==> src/rtl/spi_cmd_controller.sv <==
// Frames bytes from the SPI slave into register-bus commands: byte 0 is {rw, addr},
// later bytes are writes at auto-incrementing addresses, and a read result feeds the next frame's MISO.
module spi_cmd_controller #(
    parameter int ADDR_W  = 7,
    parameter int TIMEOUT = 255
) (
    input  logic              clk,
    input  logic              reset_n,
    input  logic              cs,
    input  logic [7:0]        mosi_byte,
    input  logic              data_valid,
    output logic              spi_enable,
    output logic [7:0]        miso_byte,
    output logic [ADDR_W-1:0] reg_addr,
    output logic [7:0]        reg_wdata,
    output logic              reg_wr_valid,
    input  logic              reg_wr_ready,
    output logic              reg_rd_valid,
    input  logic              reg_rd_ready,
    input  logic [7:0]        reg_rdata,
    input  logic              err_clear,
    output logic              err_overrun,
    output logic              err_timeout,
    output logic              busy
);

    localparam int TW = $clog2(TIMEOUT + 1);
    localparam logic [TW-1:0] TIMER_LAST = TW'(TIMEOUT - 1);

    typedef enum logic [2:0] {SYNC, IDLE, CMD, DATA, WR, RD, DRAIN} state_t;

    state_t        state;
    logic          cs_meta, cs_sync, cs_prev;
    logic          cs_fall;
    logic [TW-1:0] timer;
    logic          drain_pend;
    logic          overrun_evt, timeout_evt;

    // Sync regs reset low so SYNC only leaves once a real cs-high has been seen.
    always_ff @(posedge clk or negedge reset_n) begin
        if (!reset_n) begin
            cs_meta <= 1'b0;
            cs_sync <= 1'b0;
            cs_prev <= 1'b0;
        end else begin
            cs_meta <= cs;
            cs_sync <= cs_meta;
            cs_prev <= cs_sync;
        end
    end

    assign cs_fall     = cs_prev & ~cs_sync;
    assign overrun_evt = data_valid & ((state == WR) | (state == RD));
    assign timeout_evt = (((state == WR) & ~reg_wr_ready) | ((state == RD) & ~reg_rd_ready))
                         & (timer == TIMER_LAST);
    assign spi_enable  = (state != SYNC);
    assign busy        = (state != IDLE);

    always_ff @(posedge clk or negedge reset_n) begin
        if (!reset_n) begin
            state        <= SYNC;
            reg_addr     <= '0;
            reg_wdata    <= 8'h00;
            reg_wr_valid <= 1'b0;
            reg_rd_valid <= 1'b0;
            miso_byte    <= 8'h00;
            timer        <= '0;
            drain_pend   <= 1'b0;
        end else begin
            case (state)
                SYNC: if (cs_sync) state <= IDLE;
                IDLE: if (cs_fall) state <= CMD;
                CMD: begin
                    if (data_valid) begin
                        reg_addr <= mosi_byte[ADDR_W-1:0];
                        if (mosi_byte[7]) begin
                            state        <= RD;
                            reg_rd_valid <= 1'b1;
                            timer        <= '0;
                        end else begin
                            state <= DATA;
                        end
                    end else if (cs_sync) begin
                        state <= IDLE;
                    end
                end
                DATA: begin
                    if (data_valid) begin
                        reg_wdata    <= mosi_byte;
                        reg_wr_valid <= 1'b1;
                        timer        <= '0;
                        drain_pend   <= 1'b0;
                        state        <= WR;
                    end else if (cs_sync) begin
                        state <= IDLE;
                    end
                end
                WR: begin
                    if (overrun_evt) drain_pend <= 1'b1;
                    if (reg_wr_ready) begin
                        reg_wr_valid <= 1'b0;
                        reg_addr     <= reg_addr + ADDR_W'(1);
                        if (cs_sync)                       state <= IDLE;
                        else if (drain_pend || data_valid) state <= DRAIN;
                        else                               state <= DATA;
                    end else if (timeout_evt) begin
                        reg_wr_valid <= 1'b0;
                        state        <= cs_sync ? IDLE : DRAIN;
                    end else begin
                        timer <= timer + TW'(1);
                    end
                end
                RD: begin
                    if (reg_rd_ready) begin
                        miso_byte    <= reg_rdata;
                        reg_rd_valid <= 1'b0;
                        state        <= cs_sync ? IDLE : DRAIN;
                    end else if (timeout_evt) begin
                        reg_rd_valid <= 1'b0;
                        state        <= cs_sync ? IDLE : DRAIN;
                    end else begin
                        timer <= timer + TW'(1);
                    end
                end
                DRAIN: if (cs_sync) state <= IDLE;
                default: state <= SYNC;
            endcase
        end
    end

    // A set event in the same cycle as err_clear wins because it is assigned last.
    always_ff @(posedge clk or negedge reset_n) begin
        if (!reset_n) begin
            err_overrun <= 1'b0;
            err_timeout <= 1'b0;
        end else begin
            if (err_clear) begin
                err_overrun <= 1'b0;
                err_timeout <= 1'b0;
            end
            if (overrun_evt) err_overrun <= 1'b1;
            if (timeout_evt) err_timeout <= 1'b1;
        end
    end

endmodule

==> config.mk <==
export PLATFORM = sky130hd
export DESIGN_NAME = spi_cmd_controller
export DESIGN_NICKNAME = d
export VERILOG_FILES = /design/src/rtl/spi_cmd_controller.sv
export SDC_FILE = /design/constraint.sdc
export NUM_CORES = 1
export LEC_CHECK = 0
export ABC_CLOCK_PERIOD_IN_PS = 2200
export CAP_MARGIN = 20
export CORE_MARGIN = 3
export CORE_UTILIZATION = 30
export DETAILED_ROUTE_END_ITERATION = 6
export PLACE_DENSITY = 0.63
export SYNTH_ARGS = -nofsm -noshare
export SYNTH_HDL_FRONTEND = slang
export SYNTH_SLANG_ARGS = --single-unit
==> constraint.sdc <==
create_clock -name clk -period 2.2 [get_ports clk]
set_input_delay 0.44 -clock clk [delete_from_list [all_inputs] [get_ports clk]]
set_output_delay 0.44 -clock clk [all_outputs]
set_load 0.05 [all_outputs]
### M1 wires

Scale bar: 20 µm.
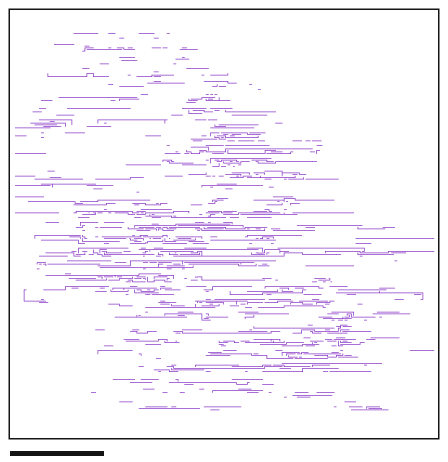
main direction: horizontal
nets with wire on the layer: 282
via count: 1848
met1 Use GR: 0.184
Post-Route WL: 5.21 mm

### Met2 routing

Scale bar: 20 µm. Cells faint in the background.
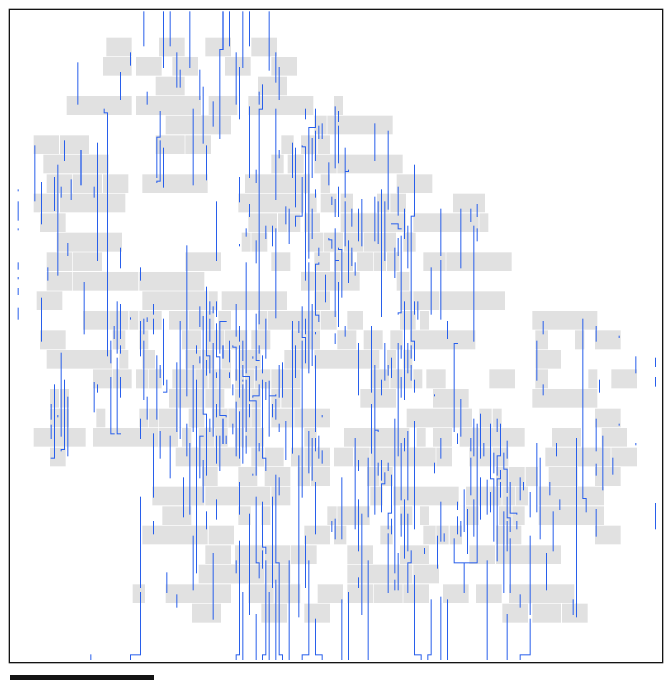
longest straight run: 33.8 µm
share of all routed wire: 46%
nets with wire on the layer: 262
main direction: vertical
Global Route met2 Usage: 0.204

[sequential cells by signal, summed over array words and instances (netlist names), 3 cells and up]
name and count:
reg_addr 7, state 3, miso_byte 8, timer 8
reg_wdata 8
[cell usage after synthesis, types with 2 or more instances]
master	instances	area [µm²]
a211oi_1	2	15.0
a21oi_1	18	90.1
and2_1	2	12.5
and3_1	2	12.5
buf_2	5	25.0
clkbuf_1	4	15.0
dfrtp_1	42	1050
ha_1	3	37.5
inv_1	8	30.0
mux2_2	17	191
nand2_1	18	67.6
nand2b_1	5	31.3
nand3_1	9	45.0
nor2_1	16	60.1
nor3b_1	2	15.0
nor4_1	3	18.8
o21ai_0	22	110
o22ai_1	3	18.8
or2_2	2	12.5
or3_1	5	31.3
[final cells by class]
type / instances / area [µm²]
Timing Repair Buffer: 68 / 653
Fill cell: 663 / 3910
Tap cell: 96 / 120
Multi-Input combinational cell: 158 / 1030
Clock inverter: 2 / 10.0
Sequential cell: 42 / 1050
Inverter: 8 / 30.0
Clock buffer: 5 / 68.8
[through the flow]
stage,hold WS [ns],util
final,0.0795,0.431
after global routing,0.0975,0.431
after CTS,0.0939,0.431
after detailed placement,0.335,0.419
after global placement,0.332,0.419
after floorplan,0.144,-
[per-layer routing]
metal | up-vias | routed length, µm
met5 | - | 0
met4 | 0 | 68
met3 | 8 | 191
met2 | 42 | 2390
met1 | 888 | 2560
li1 | 910 | -
[final timing paths]
| check | from | to | slack [ns] | cells after the start |
|---|---|---|---|---|
| worst max-delay path | reg_addr[0] | reg_addr[0] | 0.20 | 1 |
| worst min-delay path | reset_n | cs_prev | 0.08 | 1 |
| worst max register to register | timer[0] | timer[7] | 0.38 | 7 |
| worst min register to register | cs_meta | cs_sync | 0.35 | 0 |
| max in group asynchronous | reset_n | timer[3] | 1.64 | 2 |
| min in group clk | cs_meta | cs_sync | 0.35 | 0 |
[report_power, final]
| part | internal [µW] | switching (µW) |
|---|---|---|
| Clock | 213 | 268 |
| Combinational | 1050 | 1670 |
| Sequential | 1080 | 251 |
| Total | 2340 | 2190 |
[logic make-up after synthesis]
group | synth area share
and+or+nand+nor | 0.180
adders and majority gates | 0.0174
muxes | 0.0933
xor gates and xnor gates | 0.00812
AOI/OAI and AO/OA | 0.176
DFF | 0.487
buffers and inverters | 0.0377
==> GITHUB_STEP_SUMMARY <==
## Synthesis and layout report

| Metric | Value |
|---|---|
| Pre-Place Util | 0.314 |
| Final worst-path cycle share | 0.911 |
| Worst slew pin tran | 0.511 ns |
| Crit end category | output port |
| Total Neg Setup Slack | 0 ns |
| Placed instance count | 372 |
| Net count after synthesis | 244 |
| Startpoint Class | register |
| Async S/R FF share, synth | 1.00 |
| Crit path arrival time | 1.56 ns |
| First-pass DRT Iterations | 5 |
| Core ar. | 6870 µm² |
| DRC viols | 0 |
| Final ANT Viol Nets | 0 |
| Die height | 90.8 µm |
| Flip-flops with a built-in enable | 0 |
| Post-Place Worst Slack | 0.0313 ns |
| Grt met3 use | 0.0333 |
| GRT Overall Usage | 0.133 |
| Critical path's top delay family | buffers and inverters |
| CP max stage cell | clkdlybuf4s50_1 |
| Largest net degree at the start of global routing | 25 |
| Setup ws final | 0.196 ns |
| H-tree Lvls | 2 |
| Register area share after synthesis | 0.487 |
| Worst path bufs/invs | 1 |
| Slew Limit Headroom | 0.659 |
| Clk slew on worst S/H paths | 0.08 ns |
| Share of layout cells above drive strength 1 | 0.198 |
| Post-CTS setup buffers | 0 |
| GRT overflow | 0 |
| Ports | 52 |
| Pins Over Slew Limit | 0 |
| Cts-stage hold buffer count | 0 |
| RSZ-0062 raised after global routing | no |
| Die X | 90.8 µm |
| CTS tree | built |
| Top_reg_cell synth | dfrtp_1 |
| Sink Count | 42 |
| Critical path class | reg2out |
| Avg Inst Size Synth | 9.90 µm² |
| Ys flops | 42 |
| Status | complete, no violations |
| Most Crowded Layer GR | met2 |
| Hold WC Path Type | in2async |
| Post-route insts no fill | 379 |
| Max clock buf depth | 2 |
| Max IR drop VDD | 0.796 mV |
| Clk_skew | 0.00397 ns |
| Most common logic cell in the routed design | clkdlybuf4s50_1 |
| Most frequent cells in the layout | clkdlybuf4s50_1, dfrtp_1, o21ai_0 |
| Detail Placement HPWL | 3.89 mm |
| Resize count post-CTS | 0 |
| Pleak | 0.00122 µW |
| Synthesized area | 2160 µm² |
| Final Instance Area | 2960 µm² |
| Cells after Synth | 218 |
| DR WL/cell | 13.8 µm |
| First-pass GRT wire length | 8.97 mm |
| Max_cap viols | 0 |
| Initial antenna violation count | 0 |
| Tmin final | 2.00 ns |
| Final hold viol count | 0 |
| Area of placed instances | 2880 µm² |
| Initial DRC count | 87 |
| Num CTS Buffers | 5 |
| Post-synth cell types | 50 |
| Rows | 30 |
| Yosys cell count | 218 |
| Clock Latency Late Sink | 0.30 ns |
| CP required | 1.76 ns |
| Vias per cell | 4.88 |
| Setup violators final | 0 |
| Die ar. | 8250 µm² |
| Total power | 4530 µW |
| Highest net fanout along the worst path | 5 |
| Gp weighted congestion | 0.868 |
| Yosys stat area | 2160 µm² |
| PortBufs | 51 |
| Root Driver | clkbuf_8 |
| Layout area overhead | 37.1% |
| CP peak stage delay | 0.83 ns |
| Worst-path cell chain | clkdlybuf4s50_1 |
| Final nets | 309 |
| Number of global-route vias before repair | 1885 |
| Ant. Diodes | 0 |
| Synth Warn # | 0 |
| Fmax | 499 MHz |
| Power Dens Cells | 1530 nW/µm² |
| Tool Warnings | 27 |
Power and IR drop assume default switching activity.
